clock_map.png
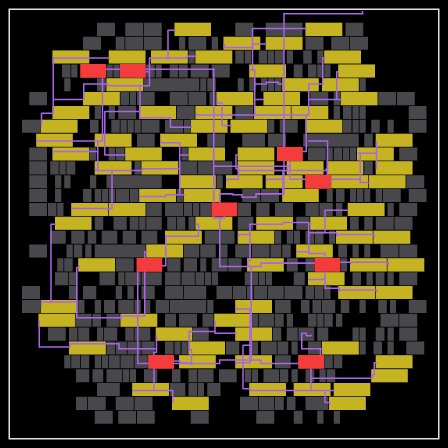
gate_families.png
Bar = 20 um.
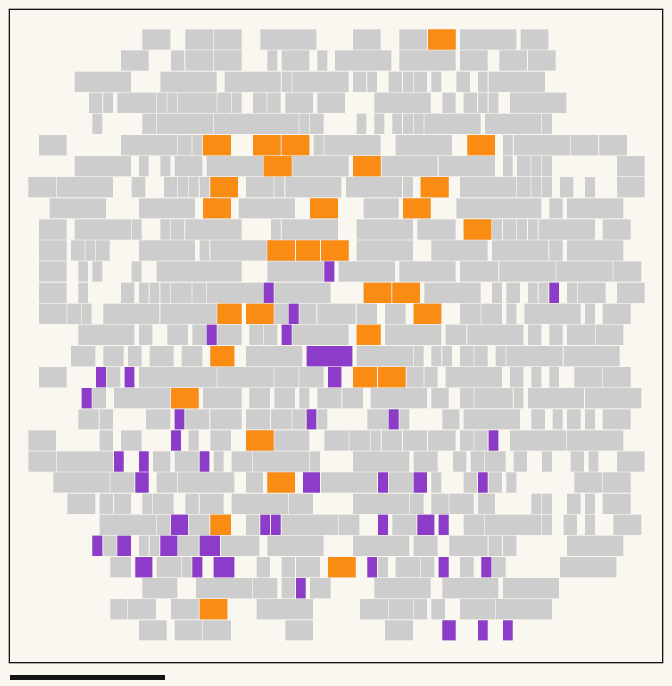
final_congestion.png
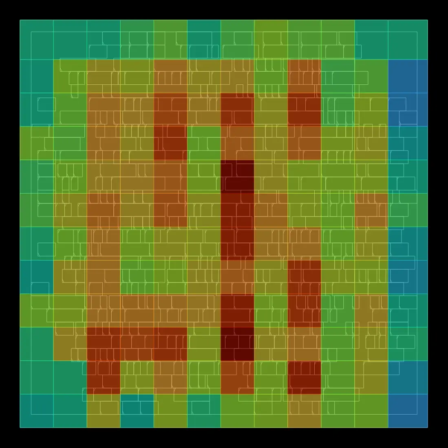
metal_stack.png
Bar = 20 um.
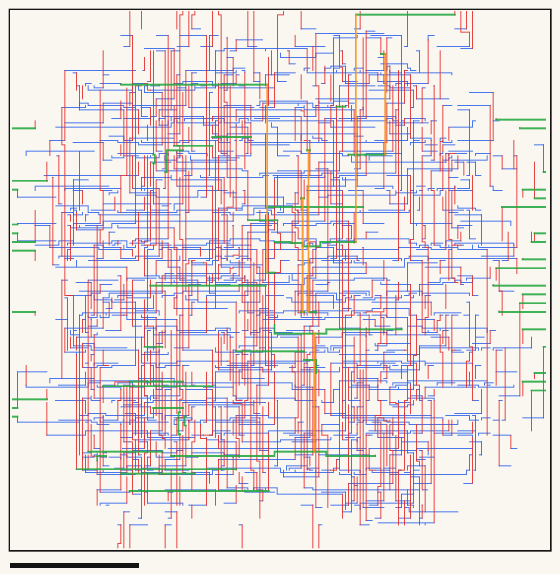
===== src/rtl/imem_loader_if.sv =====
// Byte-stream receive handshake and instruction-memory write port of the boot loader.
interface imem_loader_if #(
  parameter int AW = 6
);
  logic          rx_valid;
  logic [7:0]    rx_data;
  logic          rx_ready;
  logic          we;
  logic [AW-1:0] wa;
  logic [31:0]   wd;

  modport master (
    input  rx_valid, rx_data,
    output rx_ready, we, wa, wd
  );

  modport slave (
    output rx_valid, rx_data,
    input  rx_ready, we, wa, wd
  );
endinterface


===== src/rtl/imem_loader.sv =====
// Boot-time instruction memory loader: parses LEN / big-endian words / XOR checksum
// frames, writes each word to imem and keeps the CPU held for the whole load.
module imem_loader #(
  parameter int AW = 6
) (
  input  logic           clk,
  input  logic           reset,
  input  logic           start,
  imem_loader_if.master  bus,
  output logic           cpu_hold,
  output logic           busy,
  output logic           done,
  output logic           err
);

  typedef enum logic [2:0] {S_IDLE, S_LEN, S_DATA, S_CHK, S_DONE, S_ERR} state_t;

  localparam logic [8:0]  DEPTH   = 9'(1 << AW);
  localparam logic [AW:0] IDX_ONE = (AW+1)'(1);

  state_t        state, state_nxt;
  logic [AW:0]   widx;       // one bit wider than wa so a count of 2^AW fits
  logic [AW:0]   nwords_m1;
  logic [1:0]    bcnt;
  logic [7:0]    xacc;
  logic [23:0]   shift;
  logic          we_q;
  logic [AW-1:0] wa_q;
  logic [31:0]   wd_q;

  logic          accept;
  logic          len_ok;
  logic          last_byte;
  logic [8:0]    len_ext;

  assign busy     = (state == S_LEN) || (state == S_DATA) || (state == S_CHK);
  assign cpu_hold = busy || (state == S_ERR);
  assign done     = (state == S_DONE);
  assign err      = (state == S_ERR);

  assign bus.rx_ready = busy;
  assign bus.we       = we_q;
  assign bus.wa       = wa_q;
  assign bus.wd       = wd_q;

  assign accept    = bus.rx_valid && busy;
  assign len_ext   = {1'b0, bus.rx_data};
  // LEN=0 encodes a full-depth load, so only values above the depth are illegal.
  assign len_ok    = (len_ext <= DEPTH);
  assign last_byte = (bcnt == 2'd3) && (widx == nwords_m1);

  // NOTE: every output of a combinational block gets a default first; a path
  // that leaves one unassigned infers a latch.
  always_comb begin
    state_nxt = state;
    unique case (state)
      S_IDLE: if (start) state_nxt = S_LEN;
      S_LEN:  if (accept) state_nxt = len_ok ? S_DATA : S_ERR;
      S_DATA: if (accept && last_byte) state_nxt = S_CHK;
      S_CHK:  if (accept) state_nxt = (bus.rx_data == xacc) ? S_DONE : S_ERR;
      S_DONE: state_nxt = start ? S_LEN : S_IDLE;
      S_ERR:  if (start) state_nxt = S_LEN;
      default: state_nxt = S_IDLE;
    endcase
  end

  // NOTE: sequential state uses non-blocking assignments so every register
  // samples pre-edge values regardless of statement order.
  always_ff @(posedge clk) begin
    if (!reset) begin
      state     <= S_IDLE;
      widx      <= '0;
      nwords_m1 <= '0;
      bcnt      <= '0;
      xacc      <= '0;
      shift     <= '0;
      we_q      <= 1'b0;
      wa_q      <= '0;
      wd_q      <= '0;
    end else begin
      state <= state_nxt;
      we_q  <= 1'b0;

      if (state_nxt == S_LEN && state != S_LEN) begin
        widx  <= '0;
        bcnt  <= '0;
        xacc  <= '0;
        shift <= '0;
      end

      if (accept && state == S_LEN && len_ok) begin
        nwords_m1 <= (AW+1)'((len_ext == 9'd0) ? DEPTH - 9'd1 : len_ext - 9'd1);
      end

      if (accept && state == S_DATA) begin
        shift <= {shift[15:0], bus.rx_data};
        xacc  <= xacc ^ bus.rx_data;
        bcnt  <= bcnt + 2'd1;
        if (bcnt == 2'd3) begin
          we_q <= 1'b1;
          wa_q <= widx[AW-1:0];
          wd_q <= {shift, bus.rx_data};
          widx <= widx + IDX_ONE;
        end
      end
    end
  end

endmodule


===== src/flat_wrapper.sv =====
// flat-port wrapper written by rule: the top's interface ports become plain ports
module imem_loader_flat 
#(
  parameter int AW = 6
)
  (clk, reset, start, cpu_hold, busy, done, err, bus_rx_valid, bus_rx_data, bus_rx_ready, bus_we, bus_wa, bus_wd);
  imem_loader_if #(.AW(AW)) bus_i ();
  input  logic clk;
  input  logic reset;
  input  logic start;
  output logic cpu_hold;
  output logic busy;
  output logic done;
  output logic err;
  input wire logic [$bits(bus_i.rx_valid)-1:0] bus_rx_valid;
  input wire logic [$bits(bus_i.rx_data)-1:0] bus_rx_data;
  output wire logic [$bits(bus_i.rx_ready)-1:0] bus_rx_ready;
  output wire logic [$bits(bus_i.we)-1:0] bus_we;
  output wire logic [$bits(bus_i.wa)-1:0] bus_wa;
  output wire logic [$bits(bus_i.wd)-1:0] bus_wd;
  assign bus_i.rx_valid = bus_rx_valid;
  assign bus_i.rx_data = bus_rx_data;
  assign bus_rx_ready = bus_i.rx_ready;
  assign bus_we = bus_i.we;
  assign bus_wa = bus_i.wa;
  assign bus_wd = bus_i.wd;
  imem_loader #(.AW(AW)) u_core (.clk(clk), .reset(reset), .start(start), .bus(bus_i), .cpu_hold(cpu_hold), .busy(busy), .done(done), .err(err));
endmodule

===== config.mk =====
export PLATFORM = sky130hd
export DESIGN_NAME = imem_loader_flat
export DESIGN_NICKNAME = d
export VERILOG_FILES = /design/src/rtl/imem_loader_if.sv /design/src/rtl/imem_loader.sv /design/src/flat_wrapper.sv
export SDC_FILE = /design/constraint.sdc
export NUM_CORES = 1
export LEC_CHECK = 0
export CORE_MARGIN = 2
export CORE_UTILIZATION = 58
export DETAILED_ROUTE_END_ITERATION = 10
export HOLD_SLACK_MARGIN = 0.03
export PLACE_DENSITY = 0.87
export SYNTH_ARGS = -nofsm -noshare
export SYNTH_HDL_FRONTEND = slang
export SYNTH_SLANG_ARGS = --single-unit

===== constraint.sdc =====
create_clock -name clk -period 4.2 [get_ports clk]
set_input_delay 1.26 -clock clk [delete_from_list [all_inputs] [get_ports clk]]
set_output_delay 1.26 -clock clk [all_outputs]
set_load 0.02 [all_outputs]

==> notes.org <==
#+TITLE: Physical design notes

** Floorplanning
- Floorplan die width :: 84.0 um
- According to the floorplan report, the total die area is 7060 um^2.
- Number of well-tap cells placed :: 77
- Number of ports placed on the die boundary :: 56
- From bottom edge to top edge, the die measures 84.0 um.

** Global route
- Across every metal layer, demand over resource in global routing totals 25.1%.
- Per the GRT congestion report, total overflow comes to 0.
- The first global-routing pass estimated 14200 um of wire.

** Layout
- The post-route netlist has 10.9% of its cells at a drive strength greater than 1.
- Summed area of non-filler cells in the final layout :: 4500 um^2
- Ranked by total area, the top cell class in this layout is flip-flops and latches.
- Clock buffer cells :: 9
- Antenna diode instance count :: 0

** Synthesis
- Post-Synthesis Cells :: 421
- The top cell type by area accounts for 48.5% of the synthesized area.
- Yosys warning total :: 0
- The cell type that accounts for the most area after synthesis is dfxtp_1.
- For this run, the chip area from Yosys synthesis comes to 3720 um^2.
- After synthesis the netlist holds a flip-flop and latch count of 90.

** STA
- Max-Slew Margin vs Limit :: 51.8%
- Hold-check failures listed in the final report amount to 0.
- On the final layout, the worst hold slack is 444 ps.
- Final worst slack :: 934 ps

** Setup path
- Data required time at the worst endpoint :: 4500 ps
- Setup crit end :: u_core.bcnt[1]$_SDFFE_PN0P_
- The slowest stage of the critical path is the clkdlybuf4s50_1 cell.
- Worst Setup Start Kind :: input port
- Together, buffers and inverters on the worst path number 3.
- The kind of cell with the highest combined delay along the critical path is buffers and inverters.
- Worst reg2reg path startpoint :: u_core.state[1]$_SDFF_PN0_

** Drt
- After detailed routing, the number of remaining DRC violations is 0.
- The routed design has 8520 um of wire.
- Via count :: 3134
- Detailed Routing Iterations Pass 1 :: 5
- The count of nets left with antenna violations once routing finished came out at 0.
- Iteration-0 DRC Markers :: 168

** Clock tree
- TritonCTS built the clock tree.
- The later pin in the worst-skew pair is clocked with a latency of 370 ps.
- After clock tree synthesis, the setup repair step added 0 buffers.
- The CTS report gives the tree buffer count as 9.
- According to the CTS report, the clock sink count is 90.

** Worst hold path
- Cell depth of the worst hold path :: 2
- Hold Path End :: u_core.nwords_m1[6]$_SDFFE_PN0P_

** Job
- Count of maximum capacitance violations :: 0

** Outcome
- The flow ran to the end, and the final reports show no timing, DRC or antenna violations.
## Picture notes: clock_map.png
Key: red = cells driving clock nets [count 9]; yellow = flip-flops [count 90]; purple = clock wires [length 989 um]
Position of the flops: all over the die.

## Picture notes: gate_families.png
Key: orange = AND-OR and OR-AND gates [cells 31]; purple = NOR gates [cells 44]
highest-count logic cell in the final layout: dfxtp_1
multi-input gate share of total cell area: 37.9%
non-filler instance count after layout: 545

## Picture notes: final_congestion.png
met1 usage: 31.8%
grt peak-use layer: met2
met2 global-route usage: 41.8%
WL per Instance: 15.6 um

## Picture notes: metal_stack.png
Key: blue = met1 [wire length 3810 um]; green = met3 [wire length 399 um]; orange = met4 [wire length 141 um]; red = met2 [wire length 4180 um]

-- per-layer routing --
layer / share of wire [%] / vias up / global-route usage, %
met5: 0 / - / 0
met4: 1.7 / 0 / 8.50
met2: 49 / 93 / 41.8
met3: 4.7 / 13 / 6.03
met1: 45 / 1502 / 31.8
li1: - / 1526 / -
-- registers in the layout (all words and copies together) (netlist names) --
name	flops
u_core.bcnt	2
u_core.bus.wa	6
u_core.bus.wd	32
u_core.bus.we	1
u_core.nwords_m1	7
u_core.shift	24
u_core.state	3
u_core.widx	7
u_core.xacc	8
-- power by group --
| group | total [uW] | internal, uW | switching (uW) |
|---|---|---|---|
| logic | 111 | 43.0 | 67.6 |
| registers | 865 | 857 | 7.49 |
| clock network | 725 | 402 | 323 |
Power and IR drop assume default switching activity.
